==> src/rtl/fmax_pkg.sv <==
// Shared definitions for the floating-point window-maximum block: FloPoCo operand
// layout {exc[W-1:W-2], sign, exp[WE], frac[WF]}, exception codes and FSM states.
package fmax_pkg;

    localparam int WE = 3;
    localparam int WF = 3;
    localparam int W  = WE + WF + 3;

    localparam logic [1:0] EXC_ZERO   = 2'b00;
    localparam logic [1:0] EXC_NORMAL = 2'b01;
    localparam logic [1:0] EXC_INF    = 2'b10;
    localparam logic [1:0] EXC_NAN    = 2'b11;

    typedef enum logic [1:0] {
        ST_IDLE  = 2'b00,
        ST_ACCUM = 2'b01,
        ST_HOLD  = 2'b10
    } state_t;

    function automatic logic is_nan(input logic [W-1:0] v);
        return v[W-1:W-2] == EXC_NAN;
    endfunction

endpackage

==> src/rtl/fcmplt.sv <==
// Combinational FloPoCo less-than comparator: xlty = (x < y) for ordered operands,
// unordered = either operand is NaN. +0 and -0 compare equal.
module fcmplt
    import fmax_pkg::*;
(
    input  logic [W-1:0] x,
    input  logic [W-1:0] y,
    output logic         xlty,
    output logic         unordered
);

    // Magnitude key ordered as zero < normal < inf; payload bits of zero/inf are ignored.
    function automatic logic [W-2:0] mag_key(input logic [W-1:0] v);
        logic [W-2:0] k;
        case (v[W-1:W-2])
            EXC_ZERO: k = '0;
            EXC_INF:  k = {EXC_INF, {(W-3){1'b0}}};
            default:  k = {v[W-1:W-2], v[W-4:0]};
        endcase
        return k;
    endfunction

    logic [W-2:0] kx;
    logic [W-2:0] ky;
    logic         sx;
    logic         sy;
    logic         both_zero;

    assign kx        = mag_key(x);
    assign ky        = mag_key(y);
    assign sx        = x[W-3];
    assign sy        = y[W-3];
    assign both_zero = (kx == '0) && (ky == '0);
    assign unordered = is_nan(x) || is_nan(y);

    always_comb begin
        xlty = 1'b0;
        if (!unordered) begin
            if (sx != sy)
                xlty = sx && !both_zero;
            else if (sx)
                xlty = kx > ky;
            else
                xlty = kx < ky;
        end
    end

endmodule

==> src/rtl/fmax_reduce.sv <==
// Window maximum over N FloPoCo operands with index of the winner.
// NaN policy selected by macro FMAX_NAN_PROPAGATE_EN (defined: first NaN wins; default: NaNs skipped).
module fmax_reduce
    import fmax_pkg::*;
#(
    parameter int ID = 1,
    parameter int N  = 4,
    localparam int IW = (N > 1) ? $clog2(N) : 1
) (
    input  logic          clk,
    input  logic          rst,
    input  logic [W-1:0]  in_data,
    input  logic          in_valid,
    output logic          in_ready,
    output logic [W-1:0]  out_data,
    output logic [IW-1:0] out_idx,
    output logic          out_valid,
    input  logic          out_ready
);

    if (N < 1 || N > 256 || ID < 0) begin : g_bad_cfg
        $error("fmax_reduce: N must be 1..256 and ID non-negative");
    end

    state_t        state;
    logic [IW-1:0] cnt;
    logic [W-1:0]  best;
    logic [IW-1:0] best_idx;

    logic          accept;
    logic          first;
    logic          last;
    logic          cmp_lt;
    logic          cmp_unord;
    logic          best_nan;
    logic          in_nan;
    logic          take;
    logic [W-1:0]  nxt_best;
    logic [IW-1:0] nxt_idx;

    fcmplt u_cmp (
        .x         (best),
        .y         (in_data),
        .xlty      (cmp_lt),
        .unordered (cmp_unord)
    );

    assign in_ready = (state != ST_HOLD);
    assign accept   = in_valid && in_ready;
    assign first    = (state == ST_IDLE);
    assign last     = (cnt == IW'(N - 1));
    assign best_nan = is_nan(best);
    assign in_nan   = is_nan(in_data);

`ifdef FMAX_NAN_PROPAGATE_EN
    // A held NaN is sticky; an incoming NaN always displaces a non-NaN best.
    assign take = cmp_unord ? (!best_nan && in_nan) : cmp_lt;
`else
    // NaNs never win; a held NaN only survives until a real number shows up.
    assign take = cmp_unord ? (best_nan && !in_nan) : cmp_lt;
`endif

    always_comb begin
        nxt_best = best;
        nxt_idx  = best_idx;
        if (first) begin
            nxt_best = in_data;
            nxt_idx  = '0;
        end else if (take) begin
            nxt_best = in_data;
            nxt_idx  = cnt;
        end
    end

    always_ff @(posedge clk) begin
        if (rst) begin
            state     <= ST_IDLE;
            cnt       <= '0;
            best      <= '0;
            best_idx  <= '0;
            out_valid <= 1'b0;
            out_data  <= '0;
            out_idx   <= '0;
        end else begin
            case (state)
                ST_IDLE, ST_ACCUM: begin
                    if (accept) begin
                        best     <= nxt_best;
                        best_idx <= nxt_idx;
                        if (last) begin
                            // Result is registered on the accepting edge, visible next cycle.
                            state     <= ST_HOLD;
                            cnt       <= '0;
                            out_valid <= 1'b1;
                            out_data  <= nxt_best;
                            out_idx   <= nxt_idx;
                        end else begin
                            state <= ST_ACCUM;
                            cnt   <= cnt + IW'(1);
                        end
                    end
                end
                ST_HOLD: begin
                    if (out_ready) begin
                        state     <= ST_IDLE;
                        out_valid <= 1'b0;
                    end
                end
                default: state <= ST_IDLE;
            endcase
        end
    end

endmodule
==> config.mk <==
export PLATFORM = sky130hd
export DESIGN_NAME = fmax_reduce
export DESIGN_NICKNAME = d
export VERILOG_FILES = /design/src/rtl/fmax_pkg.sv /design/src/rtl/fcmplt.sv /design/src/rtl/fmax_reduce.sv
export SDC_FILE = /design/constraint.sdc
export NUM_CORES = 1
export LEC_CHECK = 0
export ABC_AREA = 1
export CAP_MARGIN = 20
export CORE_ASPECT_RATIO = 0.9
export CORE_MARGIN = 2
export CORE_UTILIZATION = 48
export CTS_CLUSTER_DIAMETER = 120
export DETAILED_ROUTE_END_ITERATION = 12
export GPL_ROUTABILITY_DRIVEN = 0
export HOLD_SLACK_MARGIN = 0.08
export PLACE_DENSITY_LB_ADDON = 0.08
export SYNTH_ARGS = -nofsm -noshare
export SYNTH_HDL_FRONTEND = slang
export SYNTH_SLANG_ARGS = --single-unit
export TNS_END_PERCENT = 10
==> constraint.sdc <==
create_clock -name clk -period 2.1 [get_ports clk]
set_input_delay 0.63 -clock clk [delete_from_list [all_inputs] [get_ports clk]]
set_output_delay 0.63 -clock clk [all_outputs]
set_load 0.01 [all_outputs]
### Signal wires on met1

Supply wires on this layer in grey.
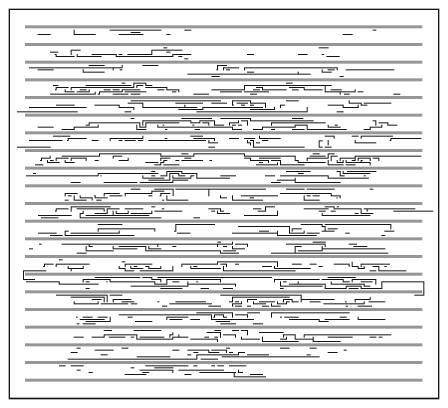
longest straight run	26.2 um
main direction	horizontal
share of all routed wire	47%
nets with wire on the layer	275

### Met2 routing

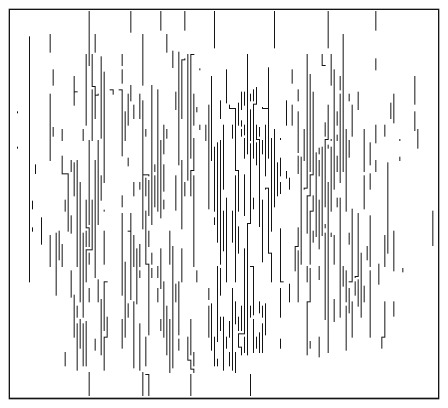
nets with wire on the layer	235
share of all routed wire	49%

### Met3 routing

Scale bar: 20 um.
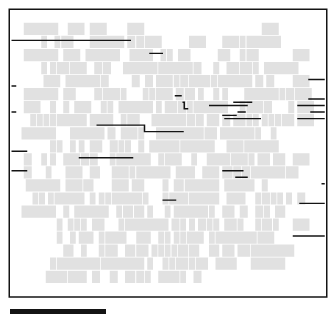
wire length on this layer	132 um
main direction	horizontal
longest straight run	24.6 um
share of all routed wire	3.3%
GR Layer Usage met3: 3.39%
Total Wirelength: 4.00 mm
Vias: 1,559

### Clock nets

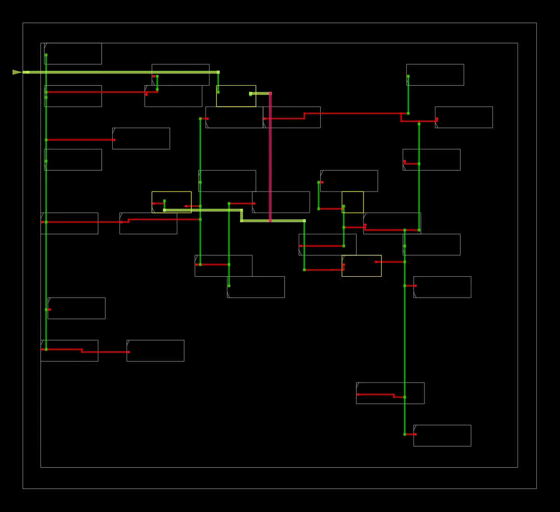
clock skew: 0.00148 ns
Clock Sinks: 27
Flops: 27
CLK BUF: 3

==> impl_metrics.ini <==
; implementation run metrics
[synthesis]
synth_warnings = 0
syn_area_per_cell_sq_um = 6.90
ys_types = 20
top_cell_area_share_pct = 32.7
edf_count = 0
syn_inst = 240
yosys_cells = 240
common_cells = 60 x nand2_1, 43 x inv_1, 27 x dfxtp_1
ys_seq_share_pct = 32.7
yosysTopAreaCell = dfxtp_1
ff_type = dfxtp_1
synthesis.nets = 262
synth.area.top_cells = dfxtp_1 33%, nand2_1 14%, inv_1 9.8%
ys_ff = 27
yosys_area_sq_um = 1660
async_reset_ff_share_pct = 0
syn-cell-area_sq_um = 1660
synthMostInstantiatedCell = nand2_1

[clocking]
path_clk_slew_ns = 0.09
numCtsBuffers = 3
cts_hold_buf = 0
htree_levels = 1
clk_latency_ns = 0.28
root_buffer = clkbuf_8
cts_setup_buffers = 0
cts.path.max_buffers = 2

[layout]
final_cell_area_sq_um = 2300
area_delta_synth_final_pct = 39.2
layout.nets = 301
sh_seq_area_pct = 23.6
fill_cells = 280
clkCellAreaFrac_pct = 2.12
antenna_cells = 0
num-nonclk-buffers = 45
area_share_nonclk_buffers_pct = 17.9
combGateArea_sq_um = 1080
utilization_pct = 69.2
n_all_inverters = 43
regArea_sq_um = 544
stdcell_count = 322
drive_gt1_share_pct = 29.5
largest_class = combinational gates
comb_cells = 159
comb_area_share_pct = 47.0

[critical_path]
cp_data_required_time_ns = 2.34
end_kind = flip-flop
slowest_delay_ns = 0.30
startpoint = in_data[7]
critPathBufInv = 4
r2r_cells = 14
path_class = in2reg
rr_startpoint = best[7]
critPathCapture = out_data[7]
timing.rr.end = out_data[7]
crit_cells = 17
cp_cell_sequence = buf_6, nand2_1, ha_1, nand2_2, inv_1, nand2_1, nand2_1, nand2_1, nand2_1, nand2_1, nand3_2, nand2_4, buf_12, nand3_4, nand3_2, nand2_1, inv_1
cp_max_fo = 8
cp_top_family = simple AND/OR/NAND/NOR gates
critPathLaunchType = input port
r2r_setup_slack_ns = 0.16
cp_common_cell = nand2_1

[detailed_routing]
drc_errors = 0
top_layer = met4
via_per_inst = 4.84
wl_met1_mm = 1.89
route.met2.wl_mm = 1.94
ant_nets = 0
drtPass1Iterations = 4
routed-wl-met3_um = 132
drtIter0Drc = 66
avgRoutedWirePerCell_um = 12.4

[final_timing]
slew_violations = 0
fin_crit_sh_pct = 93.4
setup_violations = 0
hold_ws_ns = 0.477
hold_violations = 0
rsz0062_at_grt = false
slew_headroom_pct = 71.7
tightest_slew_ns = 0.425
max_freq_mhz = 510
post-route-worst-setup-slack_ns = 0.139
fin_setup_tns_ns = 0
fin_crit_ns = 1.96

[power]
power.switching_mw = 0.407
power_frac_seq_pct = 45.4
pwr_density_cell_nw_per_um2 = 542
finalPower_mw = 1.25
p_comb_share_pct = 29.9
p_leak_nw = 1.13
p_int_mw = 0.842
ir_drop_mv = 0.392
p_sw_share_pct = 32.6

[global_routing]
grt_pass1_vias = 1430
grt_max_degree = 20
grt_pass1_wl_mm = 6.38
track_usage_pct = 21.4
met2_usage_pct = 36.9
met1_usage_pct = 28.9
antenna_found_initial = 0
busiest_layer = met2
grt.overflow.total = 0

[placement]
place_hpwl_mm = 2.71
dp_slack_ns = -0.699
dp_cells = 316
placed_cell_area_sq_um = 2030
port_buffers = 25

[worst_hold_path]
hp-class = reg2reg

[outcome]
status = complete, no violations

[die]
rows = 20
dieArea_sq_um = 3930
die_width_um = 65.9
floorplan.core_area_sq_um = 3330
fp_util_pct = 49.7
ioPinCount = 26
taps = 44

[run]
drv_cap = 0
tool_warnings = 26
[placed cells by master, fill, tap and decap left out, drive strengths merged]
| master | netlist | routed |
|---|---|---|
| a21o | 1 | 1 |
| a21oi | 15 | 15 |
| buf | 6 | 21 |
| clkbuf | 6 | 10 |
| clkdlybuf4s50 | 0 | 17 |
| clkinvlp | 0 | 1 |
| dfxtp | 27 | 27 |
| ha | 9 | 9 |
| inv | 43 | 43 |
| nand2 | 62 | 63 |
| nand3 | 34 | 34 |
| nand4 | 1 | 1 |
| nor2 | 19 | 19 |
| o21a | 9 | 9 |
| o21ai | 7 | 7 |
| o22ai | 1 | 1 |
[registers in the layout, summed over array words and instances, names as in the netlist]
signal	cells
cnt	2
out_idx	2
state	2
out_valid	1
best	9
best_idx	2
out_data	9
[what timing repair did]
| item | in CTS | in global routing |
|---|---|---|
| setup endpoints to repair | 22 | 22 |
| gates resized | 34 | 40 |
| gates cloned | 2 | 0 |
| pin swaps | 11 | 10 |
[cells by family after synthesis]
family / synth area share (%)
AND/OR/NAND/NOR: 33.1
buffers and inverters: 15.9
AND-OR/OR-AND: 11.6
flip-flops: 32.7
adder cells (fa/ha/maj): 6.80
[power by group through the flow]
stage	registers [mW]	logic [mW]	clock network [mW]
final	0.568	0.373	0.309
after global routing	0.571	0.413	0.333
after CTS	0.565	0.339	0.319
after detailed placement	0.576	0.293	0
after global placement	0.576	0.291	0
after floorplan	0.572	0.193	0
[how the worst min path moves through the flow]
stage	slack (ns)	to	startpoint	cells past startpoint
6_report	0.48	state[0]	state[0]	2
5_1_grt	0.50	cnt[1]	cnt[1]	2
4_1_cts	0.47	state[0]	state[0]	2
3_5_place_dp	0.46	state[0]	state[0]	2
3_3_place_gp	0.46	state[0]	state[0]	2
2_1_floorplan	0.44	state[0]	state[0]	2
